==> images/floorplan.png <==
Scale: 0.5 px per um. Pins as bars on the die edge. Tap cells in gray.
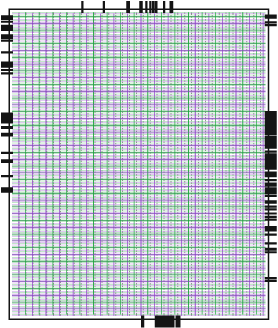
==> images/m2.png <==
Scale: 1 px per um.
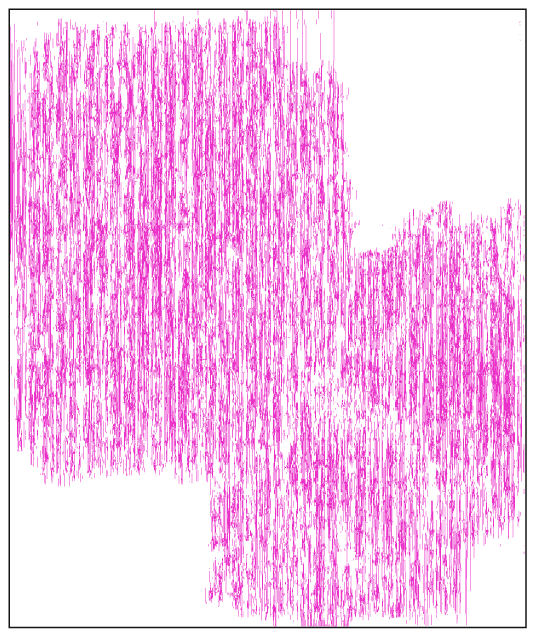
==> images/m3.png <==
Scale: 1 px per um.
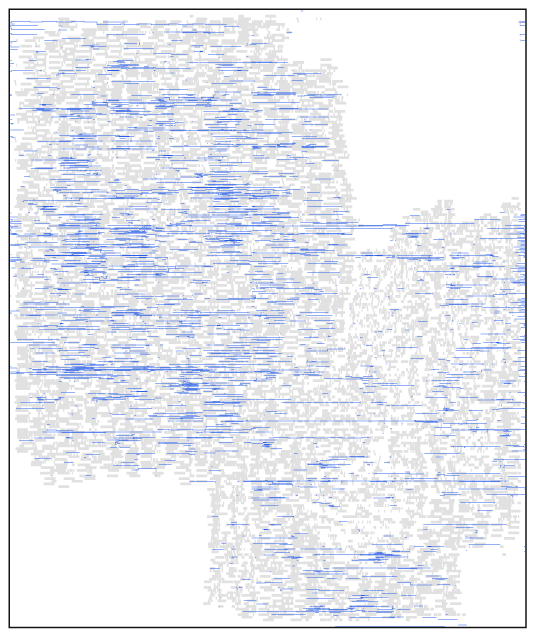
==> images/clock_nets.png <==
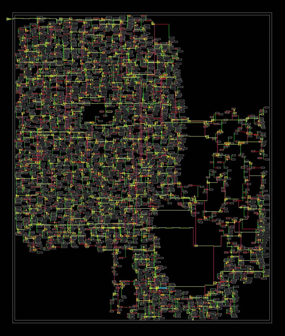
## src/rtl/frame_stream_reader_mb_if.sv

```systemverilog
// Bus bundle for frame_stream_reader_mb: frame-descriptor input, burst-read
// request/data channel to the memory master, and the AXI-Stream pixel output.
interface frame_stream_reader_mb_if #(
  parameter int DATA_WIDTH = 32,
  parameter int ADDR_WIDTH = 32
);
  logic                  frame_ready;
  logic [ADDR_WIDTH-1:0] base_addr;
  logic [15:0]           frame_width;
  logic [15:0]           frame_height;

  logic                  start_read;
  logic [ADDR_WIDTH-1:0] read_addr;
  logic [31:0]           read_len;
  logic [2:0]            read_size;
  logic [1:0]            read_burst;
  logic                  arready;
  logic [DATA_WIDTH-1:0] rdata;
  logic                  rvalid;
  logic                  rlast;
  logic                  rready;

  logic [DATA_WIDTH-1:0] m_axis_tdata;
  logic                  m_axis_tvalid;
  logic                  m_axis_tready;
  logic                  m_axis_tlast;
  logic                  m_axis_tuser;

  modport master (
    input  frame_ready, base_addr, frame_width, frame_height,
    input  arready, rdata, rvalid, rlast, m_axis_tready,
    output start_read, read_addr, read_len, read_size, read_burst, rready,
    output m_axis_tdata, m_axis_tvalid, m_axis_tlast, m_axis_tuser
  );

  modport slave (
    output frame_ready, base_addr, frame_width, frame_height,
    output arready, rdata, rvalid, rlast, m_axis_tready,
    input  start_read, read_addr, read_len, read_size, read_burst, rready,
    input  m_axis_tdata, m_axis_tvalid, m_axis_tlast, m_axis_tuser
  );
endinterface

```

## src/rtl/frame_stream_reader_mb.sv

```systemverilog
// Multi-buffer frame reader: queues frame descriptors, fetches each frame with
// credit-checked 4KB-safe INCR bursts, and streams raster pixels with tuser/tlast.
module frame_stream_reader_mb #(
  parameter int DATA_WIDTH    = 32,
  parameter int ADDR_WIDTH    = 32,
  parameter int BURST_LEN     = 16,
  parameter int FIFO_DEPTH    = 64,
  parameter int FRAME_Q_DEPTH = 4
) (
  input  logic clk,
  input  logic rst,
  frame_stream_reader_mb_if.master bus,
  output logic busy,
  output logic queue_overflow,
  output logic rlast_error
);
  localparam int BSH = $clog2(DATA_WIDTH/8);
  localparam int FAW = $clog2(FIFO_DEPTH);
  localparam int QAW = $clog2(FRAME_Q_DEPTH);

  typedef struct packed {
    logic [ADDR_WIDTH-1:0] base;
    logic [15:0]           w;
    logic [15:0]           h;
  } desc_t;
  typedef enum logic [1:0] {IDLE, CALC, ISSUE, DATA} state_e;

  desc_t dq_mem [FRAME_Q_DEPTH];
  desc_t oq_mem [FRAME_Q_DEPTH];
  logic [DATA_WIDTH-1:0] pf_mem [FIFO_DEPTH];
  logic [QAW-1:0] dq_wp_q, dq_rp_q, oq_wp_q, oq_rp_q;
  logic [QAW:0]   dq_cnt_q, oq_cnt_q;
  logic [FAW-1:0] pf_wp_q, pf_rp_q;
  logic [FAW:0]   pf_cnt_q;

  state_e state_q, state_d;
  logic [ADDR_WIDTH-1:0] addr_q, addr_d;
  logic [31:0] total_q, total_d, idx_q, idx_d, beats_q, beats_d, len_q, len_d, bcnt_q, bcnt_d;
  logic sent_q, sent_d, rerr_q, rerr_d, ovf_q;
  logic [15:0] row_q, col_q;

  logic dq_push, dq_pop, dq_full, oq_full, oq_pop, pf_push, pf_pop, in_ok, eol, eof;
  logic [31:0] free, rem4k, left, calc_beats;
  desc_t dq_head, oq_head;

  assign in_ok   = bus.frame_ready && (bus.frame_width != '0) && (bus.frame_height != '0);
  assign dq_full = dq_cnt_q == (QAW+1)'(FRAME_Q_DEPTH);
  assign oq_full = oq_cnt_q == (QAW+1)'(FRAME_Q_DEPTH);
  // A pop in the same cycle frees the slot, so a push on a full queue still lands
  assign dq_push = in_ok && (!dq_full || dq_pop);
  assign dq_head = dq_mem[dq_rp_q];
  assign oq_head = oq_mem[oq_rp_q];

  assign free  = 32'(FIFO_DEPTH) - 32'(pf_cnt_q);
  assign rem4k = (32'd4096 - {20'd0, addr_q[11:0]}) >> BSH;
  assign left  = total_q - idx_q;

  always_comb begin
    calc_beats = 32'(BURST_LEN);
    if (left < calc_beats)  calc_beats = left;
    if (rem4k < calc_beats) calc_beats = rem4k;
  end

  always_comb begin
    state_d = state_q;
    addr_d  = addr_q;
    total_d = total_q;
    idx_d   = idx_q;
    beats_d = beats_q;
    len_d   = len_q;
    bcnt_d  = bcnt_q;
    sent_d  = sent_q;
    rerr_d  = rerr_q;
    dq_pop  = 1'b0;
    pf_push = 1'b0;
    bus.start_read = 1'b0;
    bus.rready     = 1'b0;
    case (state_q)
      IDLE: if (dq_cnt_q != '0 && !oq_full) begin
        dq_pop  = 1'b1;
        addr_d  = dq_head.base;
        total_d = 32'(dq_head.w) * 32'(dq_head.h);
        idx_d   = '0;
        state_d = CALC;
      end
      CALC: begin
        beats_d = calc_beats;
        len_d   = calc_beats - 32'd1;
        bcnt_d  = '0;
        sent_d  = 1'b0;
        state_d = ISSUE;
      end
      ISSUE: begin
        bus.start_read = !sent_q && (free >= beats_q);
        if (bus.start_read) sent_d = 1'b1;
        if ((bus.start_read || sent_q) && bus.arready) state_d = DATA;
      end
      DATA: begin
        bus.rready = 1'b1;
        if (bus.rvalid) begin
          pf_push = 1'b1;
          // Beat count ends the burst; rlast is only cross-checked
          if (bus.rlast != (bcnt_q == beats_q - 32'd1)) rerr_d = 1'b1;
          if (bcnt_q == beats_q - 32'd1) begin
            addr_d  = addr_q + ADDR_WIDTH'(beats_q << BSH);
            idx_d   = idx_q + beats_q;
            state_d = (idx_q + beats_q < total_q) ? CALC : IDLE;
          end else begin
            bcnt_d = bcnt_q + 32'd1;
          end
        end
      end
      default: state_d = IDLE;
    endcase
  end

  always_ff @(posedge clk) begin
    if (rst) begin
      state_q <= IDLE;
      addr_q  <= '0;
      total_q <= '0;
      idx_q   <= '0;
      beats_q <= '0;
      len_q   <= '0;
      bcnt_q  <= '0;
      sent_q  <= 1'b0;
      rerr_q  <= 1'b0;
    end else begin
      state_q <= state_d;
      addr_q  <= addr_d;
      total_q <= total_d;
      idx_q   <= idx_d;
      beats_q <= beats_d;
      len_q   <= len_d;
      bcnt_q  <= bcnt_d;
      sent_q  <= sent_d;
      rerr_q  <= rerr_d;
    end
  end

  // Storage arrays carry no reset; pointers/counts define validity
  always_ff @(posedge clk) begin
    if (dq_push) dq_mem[dq_wp_q] <= '{bus.base_addr, bus.frame_width, bus.frame_height};
    if (dq_pop)  oq_mem[oq_wp_q] <= dq_head;
    if (pf_push) pf_mem[pf_wp_q] <= bus.rdata;
  end

  assign pf_pop = bus.m_axis_tvalid && bus.m_axis_tready;
  assign eol    = col_q == oq_head.w - 16'd1;
  assign eof    = eol && (row_q == oq_head.h - 16'd1);
  assign oq_pop = pf_pop && eof;

  always_ff @(posedge clk) begin
    if (rst) begin
      dq_wp_q <= '0; dq_rp_q <= '0; dq_cnt_q <= '0;
      oq_wp_q <= '0; oq_rp_q <= '0; oq_cnt_q <= '0;
      pf_wp_q <= '0; pf_rp_q <= '0; pf_cnt_q <= '0;
      row_q   <= '0; col_q   <= '0;
      ovf_q   <= 1'b0;
    end else begin
      if (dq_push) dq_wp_q <= dq_wp_q + 1'b1;
      if (dq_pop)  dq_rp_q <= dq_rp_q + 1'b1;
      dq_cnt_q <= dq_cnt_q + (QAW+1)'(dq_push) - (QAW+1)'(dq_pop);
      if (in_ok && dq_full && !dq_pop) ovf_q <= 1'b1;
      if (dq_pop)  oq_wp_q <= oq_wp_q + 1'b1;
      if (oq_pop)  oq_rp_q <= oq_rp_q + 1'b1;
      oq_cnt_q <= oq_cnt_q + (QAW+1)'(dq_pop) - (QAW+1)'(oq_pop);
      if (pf_push) pf_wp_q <= pf_wp_q + 1'b1;
      if (pf_pop)  pf_rp_q <= pf_rp_q + 1'b1;
      pf_cnt_q <= pf_cnt_q + (FAW+1)'(pf_push) - (FAW+1)'(pf_pop);
      if (pf_pop) begin
        if (eol) begin
          col_q <= '0;
          row_q <= eof ? 16'd0 : row_q + 16'd1;
        end else begin
          col_q <= col_q + 16'd1;
        end
      end
    end
  end

  assign bus.read_addr     = addr_q;
  assign bus.read_len      = len_q;
  assign bus.read_size     = 3'(BSH);
  assign bus.read_burst    = 2'b01;
  assign bus.m_axis_tvalid = pf_cnt_q != '0;
  assign bus.m_axis_tdata  = bus.m_axis_tvalid ? pf_mem[pf_rp_q] : '0;
  assign bus.m_axis_tuser  = bus.m_axis_tvalid && (row_q == '0) && (col_q == '0);
  assign bus.m_axis_tlast  = bus.m_axis_tvalid && eol;
  assign busy           = (dq_cnt_q != '0) || (state_q != IDLE) || (pf_cnt_q != '0);
  assign queue_overflow = ovf_q;
  assign rlast_error    = rerr_q;
endmodule
```

## src/flat_wrapper.sv

```systemverilog
// flat-port wrapper written by rule: the top's interface ports become plain ports
module frame_stream_reader_mb_flat 
#(
  parameter int DATA_WIDTH    = 32,
  parameter int ADDR_WIDTH    = 32,
  parameter int BURST_LEN     = 16,
  parameter int FIFO_DEPTH    = 64,
  parameter int FRAME_Q_DEPTH = 4
)
  (clk, rst, busy, queue_overflow, rlast_error, bus_frame_ready, bus_base_addr, bus_frame_width, bus_frame_height, bus_arready, bus_rdata, bus_rvalid, bus_rlast, bus_m_axis_tready, bus_start_read, bus_read_addr, bus_read_len, bus_read_size, bus_read_burst, bus_rready, bus_m_axis_tdata, bus_m_axis_tvalid, bus_m_axis_tlast, bus_m_axis_tuser);
  frame_stream_reader_mb_if #(.DATA_WIDTH(DATA_WIDTH), .ADDR_WIDTH(ADDR_WIDTH)) bus_i ();
  input  logic clk;
  input  logic rst;
  output logic busy;
  output logic queue_overflow;
  output logic rlast_error;
  input wire logic [$bits(bus_i.frame_ready)-1:0] bus_frame_ready;
  input wire logic [$bits(bus_i.base_addr)-1:0] bus_base_addr;
  input wire logic [$bits(bus_i.frame_width)-1:0] bus_frame_width;
  input wire logic [$bits(bus_i.frame_height)-1:0] bus_frame_height;
  input wire logic [$bits(bus_i.arready)-1:0] bus_arready;
  input wire logic [$bits(bus_i.rdata)-1:0] bus_rdata;
  input wire logic [$bits(bus_i.rvalid)-1:0] bus_rvalid;
  input wire logic [$bits(bus_i.rlast)-1:0] bus_rlast;
  input wire logic [$bits(bus_i.m_axis_tready)-1:0] bus_m_axis_tready;
  output wire logic [$bits(bus_i.start_read)-1:0] bus_start_read;
  output wire logic [$bits(bus_i.read_addr)-1:0] bus_read_addr;
  output wire logic [$bits(bus_i.read_len)-1:0] bus_read_len;
  output wire logic [$bits(bus_i.read_size)-1:0] bus_read_size;
  output wire logic [$bits(bus_i.read_burst)-1:0] bus_read_burst;
  output wire logic [$bits(bus_i.rready)-1:0] bus_rready;
  output wire logic [$bits(bus_i.m_axis_tdata)-1:0] bus_m_axis_tdata;
  output wire logic [$bits(bus_i.m_axis_tvalid)-1:0] bus_m_axis_tvalid;
  output wire logic [$bits(bus_i.m_axis_tlast)-1:0] bus_m_axis_tlast;
  output wire logic [$bits(bus_i.m_axis_tuser)-1:0] bus_m_axis_tuser;
  assign bus_i.frame_ready = bus_frame_ready;
  assign bus_i.base_addr = bus_base_addr;
  assign bus_i.frame_width = bus_frame_width;
  assign bus_i.frame_height = bus_frame_height;
  assign bus_i.arready = bus_arready;
  assign bus_i.rdata = bus_rdata;
  assign bus_i.rvalid = bus_rvalid;
  assign bus_i.rlast = bus_rlast;
  assign bus_i.m_axis_tready = bus_m_axis_tready;
  assign bus_start_read = bus_i.start_read;
  assign bus_read_addr = bus_i.read_addr;
  assign bus_read_len = bus_i.read_len;
  assign bus_read_size = bus_i.read_size;
  assign bus_read_burst = bus_i.read_burst;
  assign bus_rready = bus_i.rready;
  assign bus_m_axis_tdata = bus_i.m_axis_tdata;
  assign bus_m_axis_tvalid = bus_i.m_axis_tvalid;
  assign bus_m_axis_tlast = bus_i.m_axis_tlast;
  assign bus_m_axis_tuser = bus_i.m_axis_tuser;
  frame_stream_reader_mb #(.DATA_WIDTH(DATA_WIDTH), .ADDR_WIDTH(ADDR_WIDTH), .BURST_LEN(BURST_LEN), .FIFO_DEPTH(FIFO_DEPTH), .FRAME_Q_DEPTH(FRAME_Q_DEPTH)) u_core (.clk(clk), .rst(rst), .bus(bus_i), .busy(busy), .queue_overflow(queue_overflow), .rlast_error(rlast_error));
endmodule
```

## config.mk

```make
export PLATFORM = sky130hd
export DESIGN_NAME = frame_stream_reader_mb_flat
export DESIGN_NICKNAME = d
export VERILOG_FILES = /design/src/rtl/frame_stream_reader_mb_if.sv /design/src/rtl/frame_stream_reader_mb.sv /design/src/flat_wrapper.sv
export SDC_FILE = /design/constraint.sdc
export NUM_CORES = 2
export LEC_CHECK = 0
export ABC_AREA = 1
export CORE_ASPECT_RATIO = 1.2
export CORE_MARGIN = 4
export CORE_UTILIZATION = 40
export CTS_BUF_LIST = sky130_fd_sc_hd__clkbuf_8
export DETAILED_ROUTE_END_ITERATION = 8
export HOLD_SLACK_MARGIN = 0.05
export PLACE_DENSITY = 0.59
export RECOVER_POWER = 50
export SYNTH_ARGS = -nofsm -noshare
export SYNTH_HDL_FRONTEND = slang
export SYNTH_SLANG_ARGS = --single-unit
```

## constraint.sdc

```tcl
create_clock -name clk -period 8 [get_ports clk]
set_input_delay 0.8 -clock clk [delete_from_list [all_inputs] [get_ports clk]]
set_output_delay 0.8 -clock clk [all_outputs]
set_load 0.05 [all_outputs]
```

==> ci_impl_report.md <==
### Flow metrics

| Metric | Value |
|---|---|
| Outcome | finished, violations left |
| Violated checks | max-capacitance violations, max-slew violations |
| Global placement routability congestion | between 0.9 and 1 |
| Synth Instances | between 10,000 and 15,000 |
| Slew @ Worst Pin | ~3.4 ns |
| TritonCTS clock tree | done |
| Worst slack at placement | slightly below 0.09 ns |
| Hold Vio Cnt, Final | 0 |
| Fp util | approximately two fifths |
| CTS resizes | 0 |
| Adder-cell area share of the yosys netlist | under 10% |
| H-tree depth | 5 |
| Fmax | ~0.13 GHz |
| Width of the die | between 500 and 600 um |
| Dominant comb cell | AND-OR/OR-AND gates |
| Post-Syn Area per Cell | between 10 and 15 um2 |
| Largest net degree at the start of global routing | roughly 190 |
| All-layer global routing usage | roughly a quarter |
| Max Cap Viol | 33 |
| Layout Area Growth over Synthesis | 12.0% |
| Die Size | between 0.3 and 0.4 mm2 |
| I/O pins | 212 |
| Count of library flops with an enable pin | roughly 2,400 |
| Finish-stage setup viols | 0 |
| Clock sink count | between 2,000 and 3,000 |
| Via density | between 5 and 6 |
| Worst hold path class | in -> reg |
| DP HPWL | 228,000 um |
| Crit path DAT | between 8 and 9 ns |
| Setup TNS | 0 ns |
| Most used cell along the critical path | nand2_1 |
| DP Cell Count | between 10,000 and 15,000 |
| Postcts setup bufs | 0 |
| CP peak stage delay | 0.53 ns |
| Chip Area, Yosys | ~0.12 mm2 |
| Root Buffer | clkbuf_8 |
| AND-OR/OR-AND Cells, Area Fraction | between 10% and 20% |
| Setup crit start kind | flop |
| Cell total in the yosys stat output | between 10,000 and 15,000 |
| Routed Antenna Nets | 0 |
| Post-layout min period | about 7.5 ns |
| Final Max Slew Viols | 2,122 |
| Core Util, Final | a little under half |
| Crit path buffers/inverters | 8 |
| XOR/XNOR Area Share | under 10% |
| WL/cell | approximately 24 um |
| Fin crit share | 93.2% |
| Final Cell Area | about 0.14 mm2 |
| Nets@finish | about 12,000 |
| First-pass GRT wire length | 562,000 um |
| Initial antenna violation count | 40 |
| Crit path max-delay family | adder cells |
| Hold buffers post-CTS | 0 |
| Synth mux share | less than 1% |
| Hold_ws | roughly 0.24 ns |
| Num CTS Buffers | 421 |
| Fraction of the mapped netlist area in simple logic gates | a little under an eighth |
| Yosys warnings | 0 |
| Crit-path max FO | approximately 66 |
| Non-filler cells in the finished layout | between 15,000 and 20,000 |
| Dominant flop cell | edfxtp_1 |
| Crit-path slowest cell | fa_1 |
| Tool warnings | slightly below 80 |
| Syn Std Cell Area | roughly 0.12 mm2 |
| GR Overflow Total | 0 |
| Synth Seq Share | between 60 and 70% |
| Headroom to the max-slew limit | -130% |
| Share of cells above drive strength 1 | 7.85% |
| Worst-path clk slew | ~0.07 ns |
| Die height | roughly 600 um |
| Port bufs | around 200 |
| Synth cell types | approximately 73 |
| Residual DRC | 0 |
| Post-synth ARST share | 0% |
| Iter 0 DRT Violations | between 9,000 and 10,000 |
| Vias in the first global route | approximately 87,000 |
| Detailed Routing Iterations Pass 1 | 6 |
| CP required | ~9 ns |
| Core Rows | about 220 |
| FF+latch count, synth | between 2,000 and 3,000 |
| Late-Pin Clk Latency | between 1 and 1.5 ns |
| Fin worst setup slack | about 0.54 ns |
| Longest Clk Path Bufs | 4 |
| Placed cell areas | 0.131 mm2 |
| Core Region | 0.307 mm2 |
| Setup crit end kind | flop |
| CP Class | reg -> reg |
## Picture notes: floorplan.png
net	color
VSS	purple
VDD	green
met5 straps	44
met4 straps	37

## Picture notes: m2.png
nets with wire on the layer	9,667
wire length on this layer	186 mm
share of all routed wire	49%
main direction	vertical
longest straight run	186 um

## Picture notes: m3.png
longest straight run	242 um
wire length on this layer	29.8 mm
share of all routed wire	7.8%
main direction	horizontal
met3 GRT Util: 3.78%
DRT Wirelength: 383,000 um
total number of vias: 88,713

## Picture notes: clock_nets.png
Setup Skew: 0.162 ns
Clock Buffer Count: 439
FF+latch count: 2,704

layer usage:
| layer | GRT usage (%) | share of wire, % | vias to the layer above |
|---|---|---|---|
| li1 | - | - | 40000 |
| met1 | 29.9 | 39 | 44086 |
| met2 | 39.6 | 49 | 3790 |
| met3 | 3.78 | 7.8 | 825 |
| met4 | 9.22 | 4.2 | 12 |
| met5 | 0 | 0.020 | - |
Yosys cell counts (22+ instances only):
library cell	count	area [um2]
a211oi_1	38	285
a21oi_1	434	2170
a311oi_1	22	193
a32o_1	23	230
a32oi_1	34	298
buf_1	32	120
clkbuf_1	561	2110
dfxtp_1	272	5450
edfxtp_1	2432	73000
fa_1	200	4000
ha_1	309	3870
inv_1	751	2820
nand2_1	1223	4590
nand3_1	219	1100
nand4_1	59	369
nor2_1	1788	6710
nor3_1	86	430
nor4_1	35	219
o21ai_0	1438	7200
o221ai_1	88	771
o22ai_1	531	3320
xnor2_1	66	578
xor2_1	161	1410
logic make-up after synthesis:
kind of cell	Yosys count
mux	1
xor+xnor	228
simple gates	3488
flops	2704
compound gates	2769
fa+ha+maj	509
buf+inv	1403
other cells	2
layout by cell type, fill, tap and decap left out, types with 264 or more instances in the layout:
master | netlist | routed
nand2_1 | 1223 | 1223
edfxtp_1 | 2432 | 2432
inv_1 | 751 | 899
clkbuf_8 | 0 | 439
a21oi_1 | 434 | 434
o22ai_1 | 531 | 531
ha_1 | 309 | 307
o21ai_0 | 1438 | 1435
nor2_1 | 1788 | 1718
dfxtp_1 | 272 | 264
registers in the layout, summed over array words and instances (netlist names), named ones only:
register,cells
u_core.oq_rp_q,2
u_core.pf_cnt_q,7
u_core.pf_rp_q,6
u_core.row_q,16
u_core.oq_mem,128
u_core.col_q,16
u_core.dq_rp_q,2
u_core.dq_cnt_q,3
u_core.state_q,2
u_core.beats_q,32
u_core.rlast_error,1
u_core.bcnt_q,32
u_core.bus.read_len,32
u_core.queue_overflow,1
u_core.idx_q,32
u_core.oq_cnt_q,3
u_core.sent_q,1
u_core.oq_wp_q,2
u_core.bus.read_addr,32
u_core.pf_mem,2048
u_core.total_q,32
u_core.pf_wp_q,6
u_core.dq_wp_q,2
u_core.dq_mem,256
worst paths after layout:
kind / startpoint / to / slack, ns / cells after the start
setup / recovery: flop / u_core.total_q[29]$_SDFFE_PP0P_ / 0.54 / 35
hold / removal: rst / u_core.pf_wp_q[3]$_SDFFE_PP0P_ / 0.24 / 2
setup reg to reg: flop / u_core.total_q[29]$_SDFFE_PP0P_ / 0.54 / 35
hold reg to reg: u_core.oq_rp_q[0]$_SDFFE_PP0P_ / flop / 0.45 / 1
layout make-up:
| type | count | area [um2] |
|---|---|---|
| antenna | 11 | 27.5 |
| clock buffer | 439 | 6040 |
| clock inverter | 321 | 1750 |
| fill | 28366 | 169000 |
| inverter | 776 | 2940 |
| multi-input combinational | 7006 | 40300 |
| sequential | 2704 | 78500 |
| tap | 4050 | 5070 |
| timing repair buffer | 430 | 3800 |
